--- src/rtl/fifo_sync_param.sv ---
// Parametrised synchronous FIFO with registered read, programmable almost-full/empty
// thresholds, occupancy count and sticky overflow/underflow error flags.
module fifo_sync_param #(
    parameter int DATA_W = 10,
    parameter int ADDR_W = 3
) (
    input  logic              clk,
    input  logic              reset,
    input  logic              push,
    input  logic [DATA_W-1:0] data_in,
    input  logic              pop,
    input  logic [ADDR_W:0]   af_thresh,
    input  logic [ADDR_W:0]   ae_thresh,
    input  logic              err_clr,
    output logic [DATA_W-1:0] data_out,
    output logic              data_valid,
    output logic [ADDR_W:0]   count,
    output logic              full,
    output logic              empty,
    output logic              almost_full,
    output logic              almost_empty,
    output logic              overflow,
    output logic              underflow
);

    localparam int DEPTH = 1 << ADDR_W;
    localparam logic [ADDR_W:0] DEPTH_CNT = (ADDR_W + 1)'(DEPTH);

    logic [DATA_W-1:0] mem [DEPTH];
    logic [ADDR_W-1:0] wr_ptr;
    logic [ADDR_W-1:0] rd_ptr;
    logic              push_ok;
    logic              pop_ok;

    // Status flags decode the count register directly so they never lag occupancy.
    assign full         = (count == DEPTH_CNT);
    assign empty        = (count == '0);
    assign almost_full  = (count >= af_thresh);
    assign almost_empty = (count <= ae_thresh);

    // A full FIFO still accepts a push when a pop frees a slot on the same edge.
    assign pop_ok  = pop & ~empty;
    assign push_ok = push & (~full | pop_ok);

    always_ff @(posedge clk) begin
        // NOTE: the storage array is deliberately left out of reset; count and the
        // pointers define which entries are live, so stale contents are never read.
        if (push_ok) begin
            mem[wr_ptr] <= data_in;
        end

        if (reset) begin
            wr_ptr     <= '0;
            rd_ptr     <= '0;
            count      <= '0;
            data_out   <= '0;
            data_valid <= 1'b0;
            overflow   <= 1'b0;
            underflow  <= 1'b0;
        end else begin
            // NOTE: non-blocking assignments make every read below see pre-edge state,
            // so a pop of a full FIFO returns the old word even while it is overwritten.
            if (push_ok) begin
                wr_ptr <= wr_ptr + 1'b1;
            end

            if (pop_ok) begin
                data_out <= mem[rd_ptr];
                rd_ptr   <= rd_ptr + 1'b1;
            end
            data_valid <= pop_ok;

            if (push_ok && !pop_ok) begin
                count <= count + 1'b1;
            end else if (pop_ok && !push_ok) begin
                count <= count - 1'b1;
            end

            // Error events take priority over a coincident clear.
            if (push && !push_ok) begin
                overflow <= 1'b1;
            end else if (err_clr) begin
                overflow <= 1'b0;
            end

            if (pop && !pop_ok) begin
                underflow <= 1'b1;
            end else if (err_clr) begin
                underflow <= 1'b0;
            end
        end
    end

endmodule

--- config.mk ---
export PLATFORM = sky130hd
export DESIGN_NAME = fifo_sync_param
export DESIGN_NICKNAME = d
export VERILOG_FILES = /design/src/rtl/fifo_sync_param.sv
export SDC_FILE = /design/constraint.sdc
export NUM_CORES = 1
export LEC_CHECK = 0
export CAP_MARGIN = 20
export CELL_PAD_IN_SITES_DETAIL_PLACEMENT = 0
export CELL_PAD_IN_SITES_GLOBAL_PLACEMENT = 1
export CORE_UTILIZATION = 40
export CTS_BUF_LIST = sky130_fd_sc_hd__clkbuf_16
export CTS_CLUSTER_DIAMETER = 100
export DETAILED_ROUTE_END_ITERATION = 7
export GPL_TIMING_DRIVEN = 0
export PLACE_DENSITY = 0.76
export SKIP_CTS_REPAIR_TIMING = 1
export SKIP_LAST_GASP = 1
export SYNTH_ARGS = -nofsm -noshare
export SYNTH_HDL_FRONTEND = slang
export SYNTH_SLANG_ARGS = --single-unit
--- constraint.sdc ---
create_clock -name clk -period 3.04 [get_ports clk]
set_input_delay 0.76 -clock clk [delete_from_list [all_inputs] [get_ports clk]]
set_output_delay 0.76 -clock clk [all_outputs]
set_load 0.01 [all_outputs]
==> GITHUB_STEP_SUMMARY, run 1 <==
## PnR job results

| Metric | Value |
|---|---|
| Worst-path clk slew | `0.07 ns` |
| Area of placed instances | `4840 um2` |
| Antenna violations before repair | `0` |
| Critical path class | `in -> out` |
| Worst path required time | `between 2 and 2.5 ns` |
| Total placed cells including tap cells | `around 440` |
| Leading register cell type out of synthesis | `sky130_fd_sc_hd__edfxtp_1` |
| Peak supply drop | `about 0.29 mV` |
| Arrival time reported for the critical path endpoint | `2.26 ns` |
| Final worst path period need | `3.02 ns` |
| Number of distinct library cells after synthesis | `38` |
| Yosys synthesis chip area | `about 4200 um2` |
| Outcome | `finished clean` |
| Final Hold Violating Endpoints | `0` |
| Period utilization | `approximately 100%` |
| Floorplan die area | `10900 um2` |
| Routability congestion estimate from global placement | `0.684` |
| Insertion delay of the later-clocked pin in the worst-skew pair | `0.35 ns` |
| Final Instance Count excl. Fillers | `455` |
| Final count of pins violating max slew | `0` |
| Remaining antenna violation count after routing | `0` |
| Post-route DRC | `0` |
| Sequential share of the synthesized area | `~68%` |
| Number of optimization iterations in the first detailed-route pass | `4` |
| Most frequent cell after synthesis | `sky130_fd_sc_hd__edfxtp_1` |
| Power per Cell Area | `roughly 780 nW/um2` |
| Post-route worst hold slack | `between 0.4 and 0.5 ns` |
| Transition time at the pin with the least slew margin | `around 0.98 ns` |
| Count of max-cap constraint violations | `0` |
| Core region area | `roughly 10000 um2` |
| Layout cell share with drive strength beyond 1 | `22.3%` |
| Clock buffer count from CTS | `9` |
| Iteration-0 DRC Markers | `146` |
| Top-level I/O count | `between 40 and 50` |
| Grt total ovfl | `0` |
| Sink Count | `around 100` |
==> run 1: stage by stage <==
| stage | setup TNS, ns | setup WS, ns |
|---|---|---|
| global placement | -18.94 | -0.703 |
| detailed placement | -2.13 | -0.622 |
| global route | -0.0439 | -0.0439 |
| CTS | -0.993 | -0.436 |
| finish | 0 | 0.0179 |
| floorplan | 0 | 0.326 |
==> run 1: cell usage in the layout, fill, tap and decap left out, types with 5 or more instances in the layout <==
cell type	count
sky130_fd_sc_hd__buf_6	5
sky130_fd_sc_hd__clkbuf_1	5
sky130_fd_sc_hd__clkbuf_16	9
sky130_fd_sc_hd__clkdlybuf4s50_1	40
sky130_fd_sc_hd__dfxtp_1	22
sky130_fd_sc_hd__edfxtp_1	80
sky130_fd_sc_hd__ha_1	13
sky130_fd_sc_hd__inv_1	10
sky130_fd_sc_hd__mux4_2	20
sky130_fd_sc_hd__nor2_1	28
sky130_fd_sc_hd__nor3_2	11
sky130_fd_sc_hd__o22ai_1	10
==> run 1: power breakdown <==
part	switching [mW]	total (mW)	internal, mW
Clock	0.527	1.10	0.572
Combinational	0.549	1.17	0.621
Sequential	0.103	1.76	1.66
Total	1.18	4.03	2.85
==> run 1: flip-flops by register name, summed over array words and instances (netlist names) <==
name and cells:
wr_ptr 3, overflow 1, count 4, rd_ptr 3, mem 80, data_out 10, underflow 1, data_valid 1
==> run 1: layout make-up <==
cell class,instances,area [um2],share of cell area (%)
Sequential cell,103,2860,55.6
Inverter,11,43.8,0.850
Clock inverter,7,58.8,1.14
Tap cell,136,170,3.30
Timing Repair Buffer,49,475,9.23
Buffer,10,52.6,1.02
Multi-Input combinational cell,130,1260,24.5
Clock buffer,9,225,4.37
==> run 1: path summary, 6_finish.rpt <==
| check | start | cells past startpoint | to | slack, ns |
|---|---|---|---|---|
| hold / removal | data_out[9] | 2 | data_out[9] | 0.49 |
| setup / recovery | ae_thresh[1] | 8 | almost_empty | 0.02 |
| hold reg to reg | data_out[9] | 2 | data_out[9] | 0.49 |
| setup reg to reg | count[1] | 10 | count[3] | 0.23 |
==> run 1: kinds of logic (layout without fill, tap and decap cells) <==
| family | count (synthesis) | count (layout) | share of synthesized area, % |
|---|---|---|---|
| flops | 103 | 103 | 68.3 |
| simple gates | 61 | 61 | 7.82 |
| fa+ha+maj | 14 | 14 | 4.36 |
| mux | 23 | 23 | 11.5 |
| xor+xnor | 6 | 6 | 1.43 |
| compound gates | 26 | 26 | 4.36 |
| buf+inv | 21 | 86 | 2.24 |
==> run 1: metal layers <==
metal  up-vias  track usage (%)  wire length (um)  part of all wire (%)
li1       1105                -                 -                     -
met1      1161             21.8              3550                    46
met2        66             24.0              3820                    49
met3         5             3.20               321                   4.1
met4         0             6.12               108                   1.4
met5         -                0                 0                     0
==> run 1: critical path, stage by stage <==
cell	delay (ns)
sky130_fd_sc_hd__clkdlybuf4s50_1	0.45
sky130_fd_sc_hd__inv_1	0.04
sky130_fd_sc_hd__ha_1	0.28
sky130_fd_sc_hd__nor2b_1	0.13
sky130_fd_sc_hd__o21a_1	0.17
sky130_fd_sc_hd__o21a_1	0.17
sky130_fd_sc_hd__o21ai_1	0.12
sky130_fd_sc_hd__buf_2	0.14
**Run 1: metal layers overlaid**

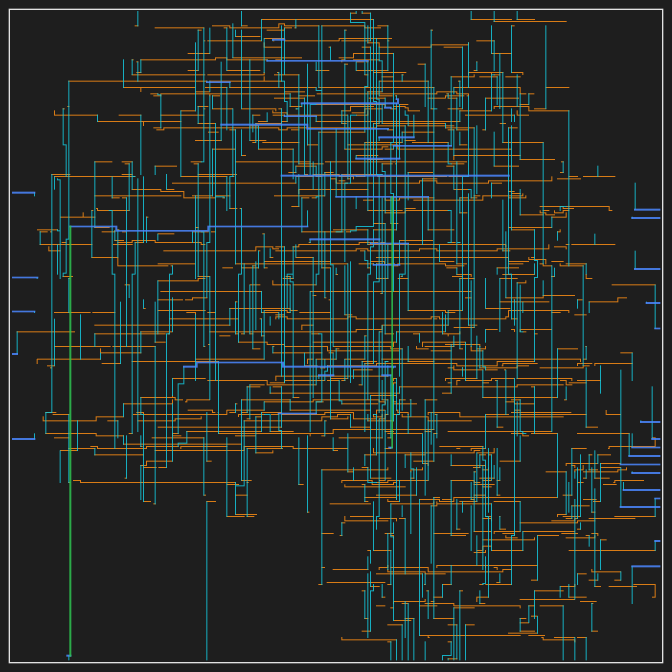
Key: met4 = green [wire length 109 um]; met1 = orange [wire length 3550 um]; met3 = blue [wire length 321 um]; met2 = cyan [wire length 3820 um]
Routed Wire Length: 7.80 mm
Vias: 2337
average wire per cell in the routed design: 17.1 um
total global routing track utilization: 15.6%

**Run 1: placed standard cells**

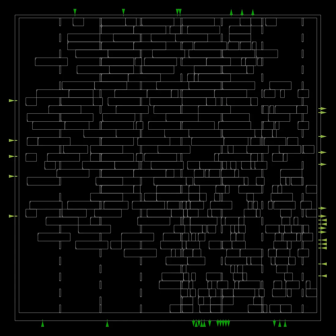
Filler Cells Inserted: 839
Layout Utilization: 50.3%

**Run 1: cell sizes after repair**

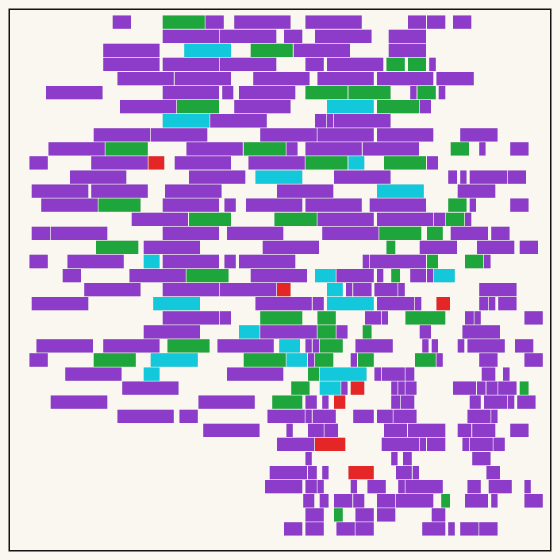
Key: drive 2 = green [cells 45, share 14%]; drive 1 or less = purple [cells 248, share 78%]; drive 3 to 4 = red [cells 7, share 2.2%]; drive 6 and up = cyan [cells 19, share 6.0%]
count of plain and timing-repair buffers in the layout: 59
final cell area excluding filler cells: 5150 um2
Final WS setup: 0.0179 ns
Area growth, synth to finish: 22.9%

**Run 1: wires at chosen ports, followed through buffers**

The bar under the picture is 20 um long.
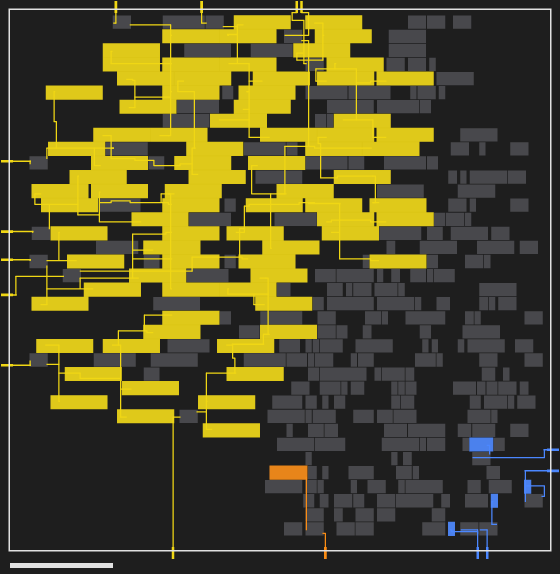

## Run 2: what changed since run 1
- CAP_MARGIN: 20 -> not set
- GPL_TIMING_DRIVEN: 0 -> not set
**Run 2: wires at chosen ports, followed through buffers**

The bar under the picture is 20 um long.
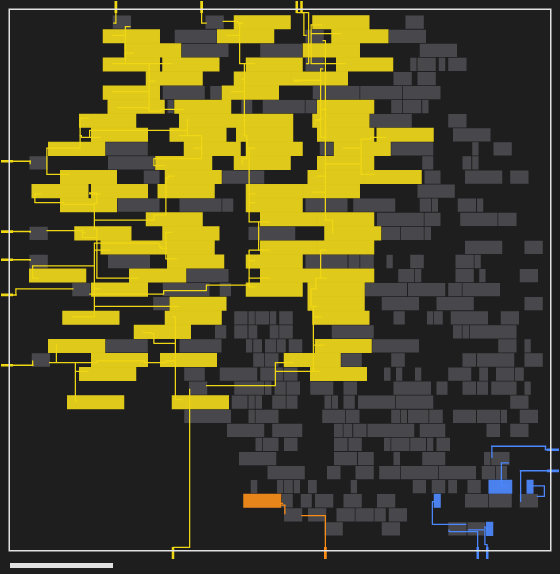
Key: `overflow` = orange [direction output, end cells 1, buffers 1, wire 14.3 um]; `af_thresh` = blue [direction input, end cells 4, buffers 4, wire 67.1 um]; `data_in` = yellow [direction input, end cells 80, buffers 10, wire 735 um]
number of port buffers: 43
top-level I/O count: 44

==> run 2 against run 1 <==
Critical path depth stayed put. Total power rose by 0.79%. Count of clock-buffer cells in the layout unchanged. Combinational power rose by 7%. Clock power about the same. Fmax up 1.0%. Sequential power is essentially flat. Global-route usage is 0.49 points lower. Non-clock buffer count increased by 6. Via count is 1.2% lower. Register-to-register slack improved by 0.16 ns. Die area did not move.
==> GITHUB_STEP_SUMMARY, run 2 <==
## PnR job results

| Metric | Value |
|---|---|
| Iteration-0 DRC Markers | `131 (was 146)` |
| Sink Count | `103 (unchanged)` |
| Share of synthesized cell area in and-or and or-and compound cells | `4.36% (unchanged)` |
| Total placed cells including tap cells | `445 (was 435)` |
| Final cell area excluding filler cells | `5210 um2 (was 5150 um2)` |
| Count of max-cap constraint violations | `0 (unchanged)` |
| Period utilization | `98.4% (was 99.4%)` |
| Grt total ovfl | `0 (unchanged)` |
| Mux cell area share after synthesis | `11.5% (unchanged)` |
| Arrival time reported for the critical path endpoint | `2.23 ns (was 2.26 ns)` |
| Peak supply drop | `0.298 mV (was 0.293 mV)` |
| Clock buffer count from CTS | `9 (unchanged)` |
| Largest registers | `mem (80), data_out (10), count (4) (unchanged)` |
| Placement-stage worst setup slack | `-0.429 ns (was -0.622 ns)` |
| Sequential share of the synthesized area | `68.3% (unchanged)` |
| Worst setup path startpoint | `ae_thresh[1] (unchanged)` |
| Critical path class | `in -> out (unchanged)` |
| Worst-case reg-to-reg path depth | `10 (unchanged)` |
| Post-route DRC | `0 (unchanged)` |
| Setup crit end | `almost_empty (unchanged)` |
| Worst reg2reg path startpoint | `count[1] (unchanged)` |
| Transition time at the pin with the least slew margin | `0.461 ns (was 0.978 ns)` |
| Insertion delay of the later-clocked pin in the worst-skew pair | `0.35 ns (about the same)` |
| Final count of pins violating max slew | `0 (unchanged)` |
| Area of placed instances | `4910 um2 (was 4840 um2)` |
| Max FFs per register | `80 (unchanged)` |
| Post-synthesis share of cell area spent on full adders, half adders and majority gates | `4.36% (unchanged)` |
| Layout Utilization | `50.9% (was 50.3%)` |
| Layout cell share with drive strength beyond 1 | `24.0% (was 22.3%)` |
| Biggest register | `mem (unchanged)` |
| Routed Wire Length | `7.65 mm (was 7.80 mm)` |
| Most frequent cell after synthesis | `sky130_fd_sc_hd__edfxtp_1 (unchanged)` |
| Final total negative setup slack | `0 ns (unchanged)` |
| Leading register cell type out of synthesis | `sky130_fd_sc_hd__edfxtp_1 (unchanged)` |
| Leading cell types in the layout, fill and taps excluded | `sky130_fd_sc_hd__edfxtp_1, sky130_fd_sc_hd__clkdlybuf4s50_1, sky130_fd_sc_hd__nor2_1 (unchanged)` |
| Worst-path clk slew | `0.07 ns (about the same)` |
| Vias | `2309 (was 2337)` |
| Area share of and/or/nand/nor cells after synthesis | `7.82% (unchanged)` |
| Final Instance Count excl. Fillers | `461 (was 455)` |
| Routability congestion estimate from global placement | `0.706 (was 0.684)` |
| Outcome | `finished clean (unchanged)` |
| XOR/XNOR Fraction of Synth Area | `1.43% (unchanged)` |
| Capturing point of the worst reg2reg path | `count[3] (unchanged)` |
| Number of optimization iterations in the first detailed-route pass | `4 (unchanged)` |
| Post-route worst hold slack | `0.492 ns (was 0.491 ns)` |
| Power per Cell Area | `780 nW/um2 (was 783 nW/um2)` |
| Final worst path period need | `2.99 ns (was 3.02 ns)` |
| Floorplan die area | `10900 um2 (unchanged)` |
| Yosys synthesis chip area | `4190 um2 (unchanged)` |
**Run 2: cell sizes after repair**

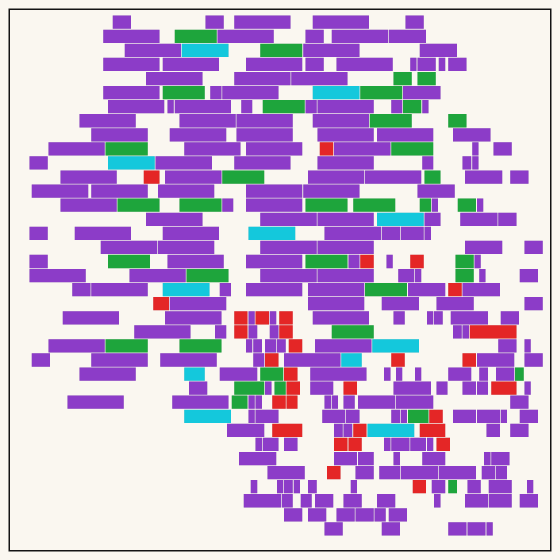
Area growth, synth to finish: 24.2%
Final WS setup: 0.0493 ns

run 2: cell counts after synthesis:
Identical to the previous run, type by type.
run 2: cell type report:
class	count	area (um2)
clock buffer	9	225
clock inverter	7	58.8
fill	840	5020
inverter	11	43.8
multi-input combinational	130	1260
sequential	103	2860
tap	136	170
timing repair buffer	65	586
run 2: where the power goes:
group          internal, mW  switching [mW]  leakage (nW)
clock                 0.566           0.518         0.137
combinational         0.666           0.584         0.763
sequential             1.66          0.0718         0.916
run 2: worst min path at each step:
stage | cells past startpoint | slack (ns) | startpoint | to
after floorplan | 2 | 0.51 | wr_ptr[1] | wr_ptr[1]
after global placement | 2 | 0.48 | data_out[0] | data_out[0]
after detailed placement | 2 | 0.48 | data_out[7] | data_out[7]
after CTS | 2 | 0.50 | data_out[7] | data_out[7]
after global routing | 2 | 0.52 | data_out[1] | data_out[1]
final | 2 | 0.49 | data_out[7] | data_out[7]
run 2: cell families after synthesis:
logic type / Yosys count
xor gates and xnor gates: 6
adders and majority gates: 14
DFF: 103
and+or+nand+nor: 61
buffers and inverters: 21
AOI/OAI and AO/OA: 26
muxes: 23
run 2: critical path, stage by stage:
cell	delay (ns)
sky130_fd_sc_hd__clkdlybuf4s50_1	0.45
sky130_fd_sc_hd__inv_1	0.06
sky130_fd_sc_hd__ha_4	0.21
sky130_fd_sc_hd__nor2b_4	0.12
sky130_fd_sc_hd__o21a_1	0.18
sky130_fd_sc_hd__o21a_1	0.18
sky130_fd_sc_hd__o21ai_1	0.13
sky130_fd_sc_hd__buf_2	0.14
run 2: routing by layer:
| layer | part of all wire (%) | vias to the layer above | GRT usage [%] |
|---|---|---|---|
| li1 | - | 1109 | - |
| met2 | 47 | 53 | 23.9 |
| met5 | 0 | - | 0 |
| met3 | 4.3 | 11 | 3.32 |
| met4 | 2.0 | 0 | 7.35 |
| met1 | 46 | 1136 | 19.8 |
Power and IR drop assume default switching activity.
